[src/rtl/pumpeds_pkg.sv]
// rtl/pumpeds_pkg.sv - shared state encoding and default width for the result skid buffer
package pumpeds_pkg;

  localparam int DEFAULT_BIT_WIDTH = 32;

  typedef enum logic [1:0] {
    RS_EMPTY = 2'd0,
    RS_ONE   = 2'd1,
    RS_TWO   = 2'd2
  } rs_state_e;

endpackage

[src/rtl/res_skid_if.sv]
// rtl/res_skid_if.sv - result handshake bundle between execute stage, skid buffer and resizer mux
interface res_skid_if #(
  parameter int BIT_WIDTH = pumpeds_pkg::DEFAULT_BIT_WIDTH
);

  logic                 In_valid;
  logic [BIT_WIDTH-1:0] In_data;
  logic                 In_ready;
  logic                 Out_ready;
  logic                 Flush;
  logic [BIT_WIDTH-1:0] Res_line;
  logic                 Disable;
  logic [1:0]           Count;

  // Producer/consumer side: drives the result stream and consumer handshake
  modport master (
    output In_valid, In_data, Out_ready, Flush,
    input  In_ready, Res_line, Disable, Count
  );

  // Buffer side
  modport slave (
    input  In_valid, In_data, Out_ready, Flush,
    output In_ready, Res_line, Disable, Count
  );

endinterface

[src/rtl/res_reg.sv]
// rtl/res_reg.sv - data register with load enable, synchronous clear and async active-low reset
module res_reg #(
  parameter int BIT_WIDTH = pumpeds_pkg::DEFAULT_BIT_WIDTH
) (
  input  logic                 clk,
  input  logic                 rst,
  input  logic                 clr,
  input  logic                 load,
  input  logic [BIT_WIDTH-1:0] d,
  output logic [BIT_WIDTH-1:0] q
);

  logic [BIT_WIDTH-1:0] data_d;
  logic [BIT_WIDTH-1:0] data_q;

  // Clear wins over load so a flush can never leave a freshly loaded value behind
  always_comb begin
    data_d = data_q;
    if (clr) begin
      data_d = '0;
    end else if (load) begin
      data_d = d;
    end
  end

  // Entry storage
  always_ff @(posedge clk or negedge rst) begin
    if (!rst) begin
      data_q <= '0;
    end else begin
      data_q <= data_d;
    end
  end

  assign q = data_q;

endmodule

[src/rtl/res_skid.sv]
// rtl/res_skid.sv - two-entry registered skid buffer feeding the result-line resizer/disable mux
module res_skid
  import pumpeds_pkg::*;
#(
  parameter int    UUID      = 0,
  parameter string NAME      = "",
  parameter int    BIT_WIDTH = DEFAULT_BIT_WIDTH
) (
  input  logic        clk,
  input  logic        rst,
  res_skid_if.slave   bus
);

  rs_state_e            state_d, state_q;
  logic                 in_ready_q;
  logic                 disable_q;
  logic [1:0]           count_q;

  logic                 push, pop;
  logic                 clr;
  logic                 a_load, b_load;
  logic [BIT_WIDTH-1:0] a_din;
  logic [BIT_WIDTH-1:0] a_q, b_q;

  // Handshakes only look at registered flags, so no input reaches In_ready combinationally
  assign push = bus.In_valid & in_ready_q;
  assign pop  = bus.Out_ready & ~disable_q;

  // Next state and entry load control; A always holds the oldest result
  always_comb begin
    state_d = state_q;
    clr     = 1'b0;
    a_load  = 1'b0;
    b_load  = 1'b0;
    a_din   = bus.In_data;
    if (bus.Flush) begin
      state_d = RS_EMPTY;
      clr     = 1'b1;
    end else begin
      unique case (state_q)
        RS_EMPTY: begin
          if (push) begin
            state_d = RS_ONE;
            a_load  = 1'b1;
          end
        end
        RS_ONE: begin
          if (push && !pop) begin
            state_d = RS_TWO;
            b_load  = 1'b1;
          end else if (pop && !push) begin
            state_d = RS_EMPTY;
          end else if (push && pop) begin
            a_load  = 1'b1;
          end
        end
        RS_TWO: begin
          if (pop) begin
            state_d = RS_ONE;
            a_load  = 1'b1;
            a_din   = b_q;
          end
        end
        default: begin
          state_d = RS_EMPTY;
          clr     = 1'b1;
        end
      endcase
    end
  end

  // State register with outputs registered alongside it
  always_ff @(posedge clk or negedge rst) begin
    if (!rst) begin
      state_q    <= RS_EMPTY;
      count_q    <= 2'd0;
      disable_q  <= 1'b1;
      in_ready_q <= 1'b1;
    end else begin
      state_q    <= state_d;
      count_q    <= state_d;
      disable_q  <= (state_d == RS_EMPTY);
      in_ready_q <= (state_d != RS_TWO);
    end
  end

  res_reg #(.BIT_WIDTH(BIT_WIDTH)) u_entry_a (
    .clk  (clk),
    .rst  (rst),
    .clr  (clr),
    .load (a_load),
    .d    (a_din),
    .q    (a_q)
  );

  res_reg #(.BIT_WIDTH(BIT_WIDTH)) u_entry_b (
    .clk  (clk),
    .rst  (rst),
    .clr  (clr),
    .load (b_load),
    .d    (bus.In_data),
    .q    (b_q)
  );

  assign bus.Res_line = disable_q ? '0 : a_q;
  assign bus.Disable  = disable_q;
  assign bus.In_ready = in_ready_q;
  assign bus.Count    = count_q;

endmodule

[src/flat_wrapper.sv]
// flat-port wrapper written by rule: the top's interface ports become plain ports
module res_skid_flat import pumpeds_pkg::*;
#(
  parameter int    UUID      = 0,
  parameter string NAME      = "",
  parameter int    BIT_WIDTH = DEFAULT_BIT_WIDTH
)
  (clk, rst, bus_In_valid, bus_In_data, bus_Out_ready, bus_Flush, bus_In_ready, bus_Res_line, bus_Disable, bus_Count);
  res_skid_if #(.BIT_WIDTH(BIT_WIDTH)) bus_i ();
  input  logic clk;
  input  logic rst;
  input wire logic [$bits(bus_i.In_valid)-1:0] bus_In_valid;
  input wire logic [$bits(bus_i.In_data)-1:0] bus_In_data;
  input wire logic [$bits(bus_i.Out_ready)-1:0] bus_Out_ready;
  input wire logic [$bits(bus_i.Flush)-1:0] bus_Flush;
  output wire logic [$bits(bus_i.In_ready)-1:0] bus_In_ready;
  output wire logic [$bits(bus_i.Res_line)-1:0] bus_Res_line;
  output wire logic [$bits(bus_i.Disable)-1:0] bus_Disable;
  output wire logic [$bits(bus_i.Count)-1:0] bus_Count;
  assign bus_i.In_valid = bus_In_valid;
  assign bus_i.In_data = bus_In_data;
  assign bus_i.Out_ready = bus_Out_ready;
  assign bus_i.Flush = bus_Flush;
  assign bus_In_ready = bus_i.In_ready;
  assign bus_Res_line = bus_i.Res_line;
  assign bus_Disable = bus_i.Disable;
  assign bus_Count = bus_i.Count;
  res_skid #(.UUID(UUID), .NAME(NAME), .BIT_WIDTH(BIT_WIDTH)) u_core (.clk(clk), .rst(rst), .bus(bus_i));
endmodule
[config.mk]
export PLATFORM = sky130hd
export DESIGN_NAME = res_skid_flat
export DESIGN_NICKNAME = d
export VERILOG_FILES = /design/src/rtl/pumpeds_pkg.sv /design/src/rtl/res_skid_if.sv /design/src/rtl/res_reg.sv /design/src/rtl/res_skid.sv /design/src/flat_wrapper.sv
export SDC_FILE = /design/constraint.sdc
export NUM_CORES = 1
export LEC_CHECK = 0
export ABC_AREA = 0
export CORE_ASPECT_RATIO = 1.25
export CORE_MARGIN = 3
export CORE_UTILIZATION = 46
export CTS_CLUSTER_SIZE = 25
export DETAILED_ROUTE_END_ITERATION = 8
export PLACE_DENSITY = 0.77
export SYNTH_ARGS = -nofsm -noshare
export SYNTH_HDL_FRONTEND = slang
export SYNTH_SLANG_ARGS = --single-unit
[constraint.sdc]
create_clock -name clk -period 1.5 [get_ports clk]
set_input_delay 0.3 -clock clk [delete_from_list [all_inputs] [get_ports clk]]
set_output_delay 0.3 -clock clk [all_outputs]
set_load 0.01 [all_outputs]
### Routing congestion map

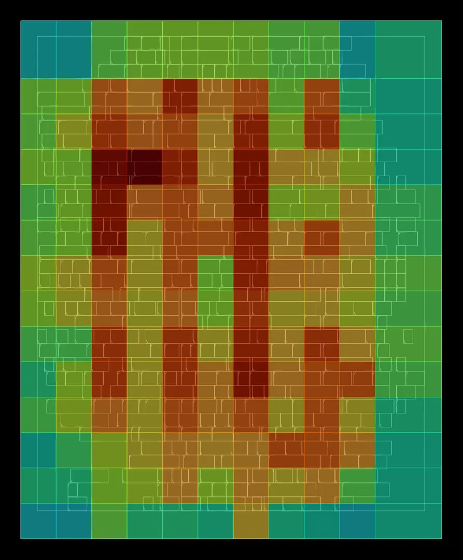
Core Util, Final: 76.33%
met2 track demand over resource in global routing: 44.12%

### Metal 1

Supply wires on this layer in grey.
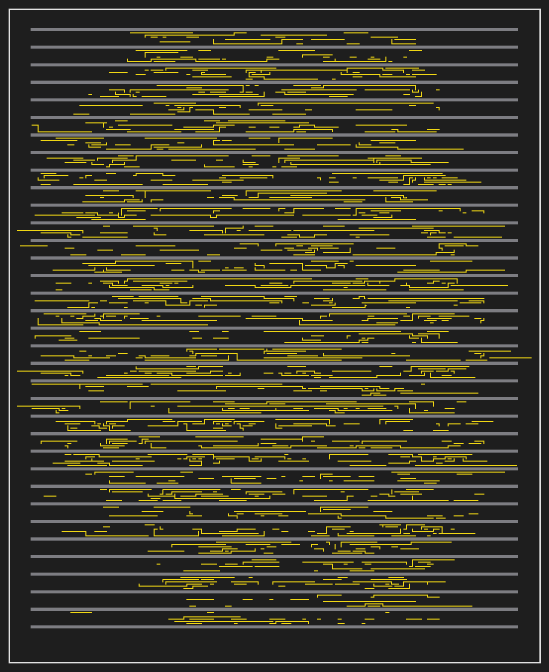
373 nets have wire on it. The layer holds 39% of the routed length. The longest straight run is 31.7 microns.
global-route track usage on met1: 32.46%
vias after detailed routing: 2709
WL final: 10780 microns

### Cells coloured by class

Scale bar: 20 microns. Fill, decap, tap and diode cells in grey.
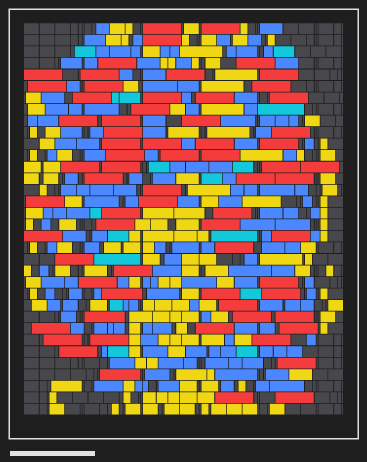
Blue marks remaining logic cells, cells 156, share of their area 34%. Yellow marks remaining buffers and delay cells, cells 141, share of their area 29%. Cyan marks clock drivers and dummy loads, cells 16, share of their area 4.8%. Red marks registers, cells 68, share of their area 33%.
standard-cell row count: 34
sequential fraction of total cell area: 32.03%

==> design notes <==
Yosys reports that the most numerous cell types are dfrtp_1, a22o_1, mux2i_1, nor2b_1, o2bb2ai_2. The first global-routing pass estimated 16010 microns of wire. The checks that failed: setup timing. The residual overflow from global routing is 0, and the maximum resistive drop on vdd is 653.8 uV.

In the power breakdown, the internal column shows 3.749 mW. The wire length on met3 was 776 microns. The number of gates on the worst path with buffers counted is 8, and the data required time of the critical path is 1800 ps. The cell count after synthesis came out at 246. For the final critical-path setup slack, the log shows -332.3 ps. The worst setup path is launched from a flip-flop.

The synthesized netlist contains 25 unique library cells. The logs give 26.69% for the overall track demand over capacity in global routing and 69 for the maximum number of pins on one net before global-route repair. The setup check on the worst reg-to-reg path leaves a slack of -330 ps. Summed over its instances, the top area cell type makes up 49.77% of the synthesized netlist area.

Sequential cells were found to cover 51.36% of the synthesized design area. The headroom to the max-slew limit is 75.39%. The simple logic cell fraction of the synthesized area was 9.087%. The number of vias per cell came out at 5.752. Yosys reports a chip area of 0.003318 sq mm. In the post-synthesis netlist, the cell with the most instances is dfrtp_1. The power report attributes to the clock group a share of 37.2%. The logs give 2916 for the number of global-route vias before repair and 68 for the flop count. The plain and repair buffers instantiated in the layout total 141. The biggest area consumer among cell classes is combinational gates. The non-clock buffering overhead in the final layout was 28.20%; the portion of total power attributed to sequential cells was 40.0%.

RePlAce ended its routability-driven mode at a weighted congestion of 0.7921. Looking at the worst setup and hold paths, the clock pins of their registers show a slew of 80 ps. Summing all multiplexer cells gives an area fraction of 9.653%. The main flop type after synthesis is dfrtp_1. The number of cells on the worst reg-to-reg path was 8. The cell type that accounts for the most area after synthesis is dfrtp_1. Subtracting the final worst setup slack from the clock period gives 1832 ps. The post-synthesis share of cell area spent on and-or and or-and gates was 25.08%.

For the total placed cells including tap cells, the log shows 415. The script reports the combined buffer and inverter count of the critical path as 4. From left edge to right edge, the die measures 81.97 microns. Counting flops with a built-in enable in the synthesized netlist gives 0. The critical path startpoint was u_core.bus.Disable. The register bit total from synthesis came out at 68.

The net count after synthesis was 283. For the I/O pin total, the log shows 73. The run reported a max-capacitance violation count of 0. TritonCTS built the clock tree.

The deepest clock path buffer count is 2. The run finished, with violations left. The tools report the worst setup path endpoint as u_core.u_entry_b.q[10]. The timing report shows the most common cell along the critical path to be buf_6. Clock tree synthesis found a total of 68 sinks. Per the finish-stage timing summary, setup violations number 98. The largest part of the power goes to registers. For this floorplan the total number of well-tap instances is 90. The finished design was reported to have a net count of 413.

The met2 routed wirelength is 5512 microns, and the maximum net fanout on the critical path is 8. Between the synthesized netlist and the finished layout, the area growth was recorded as 60.48%. The tools report the number of buffers inserted during clock tree synthesis as 9. The total placed instance area is 0.004325 sq mm, and the final worst-path cycle share is 122.2%.

The final layout report lists a filler cell count of 387. The run gives 0 as the number of pins with negative max-slew slack in the final report. The flow reports power dissipated in the clock network as 1.91 mW. The cell sequence reported for the critical path is buf_6 -> nand2b_4 -> buf_6 -> nand2_4 -> nor4_4 -> buf_4 -> buf_8 -> a22o_1. Routing resource usage on met3 recorded by global route was 7.066%. The main logic family after synthesis is AND-OR/OR-AND gates. The critical path is of the reg -> reg type. After synthesis, the cell types taking the most area are dfrtp_1, o2bb2ai_2, mux2i_1. Combinational logic is responsible for 22.8% of the overall power.

The run gives 27.00% for the fraction of power spent switching nets. The number of diodes added for antenna fixing was 0. The layout report gives the multi-input gate share of total cell area as 32.99%. The tool warning count for the run is 29. Per the post-route antenna check, the number of violating nets is 0.

The flow reports power dissipated in sequential cells as 2.05 mW. The highest metal layer with signal wires is met4. The tightest min-delay check is of the in -> async type.

The net switching power in the latest report is 1.387 mW. The logs give 0 for the number of remaining DRC errors and 2130 ps for the worst endpoint data arrival time. Smallest hold slack: 484.2 ps. The run gives 0.005325 sq mm as the post-route standard cell area excluding fillers. The power of the combinational group was 1.17 mW; the sequential cell area was 0.001705 sq mm. Prior to clock tree synthesis, the placed netlist has a worst setup slack of -503.4 ps.

In this run the cell area of the synthesized design comes to 0.003318 sq mm. Of the total synthesized cell area, the portion taken by full adders, half adders and majority gates is 0%. The post-detailed-placement half-perimeter wirelength was 5053 microns; the sum of routed wire segments on met1 was 4154 microns. The run gives 0 for the number of antenna violations at the first check in global routing.

The clock buffers instantiated in the layout total 10. Setup repair after global routing could not meet its margin everywhere.
### Placement density heat map

The die is cut into 8 by 10 equal tiles; white is low, dark blue is high, 0 to 100% covered.
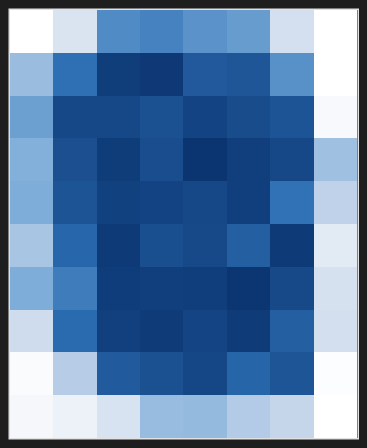
The densest ninth of the die: middle. The mean over all tiles is 63%. The emptiest ninth of the die: bottom left. 6.2% of the tiles are nearly empty. The fullest tile reaches 98%. 54% of the tiles are over 75% full.
core utilization at floorplan: 47.56%
core area: 0.006977 sq mm

### M4 wires

Scale bar: 20 microns. Supply wires on this layer in grey. Cells faint in the background.
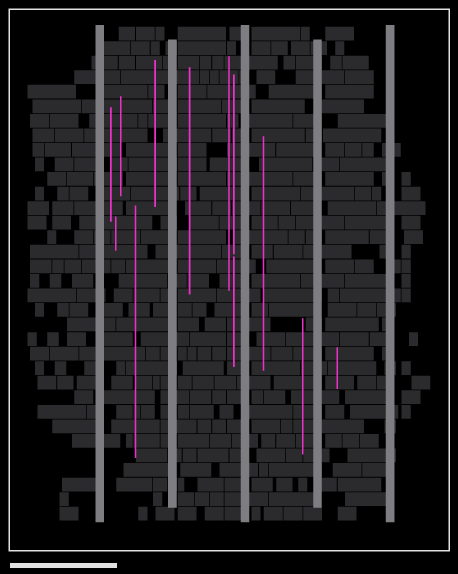
The wires run mostly vertical. The layer carries 335 microns of wire. 11 nets have wire on it.

## flip-flops by register name (all words and copies together), names as in the netlist
name / count
u_core.state_q: 2
u_core.u_entry_b.q: 32
u_core.bus.Disable: 1
u_core.bus.In_ready: 1
u_core.u_entry_a.q: 32
## stage by stage
stage / setup TNS (ps) / util (%) / total power [mW]
finish: -24380 / 76.33 / 5.136
global route: -28610 / 76.33 / 5.323
CTS: -19370 / 73.53 / 5.004
detailed placement: -29180 / 62.00 / 2.874
global placement: -25830 / 62.00 / 2.858
floorplan: -6461 / - / 2.452
## what timing repair did
item                                    CTS  global route
endpoints found under the setup margin  100           103
cloned                                   14             1
pin swaps                                12            11
gates resized                           179            85
setup buffers                            26            11
hold buffers                              1             0
endpoints found under the hold margin    66             0
Power is estimated from default activity; no workload was simulated.
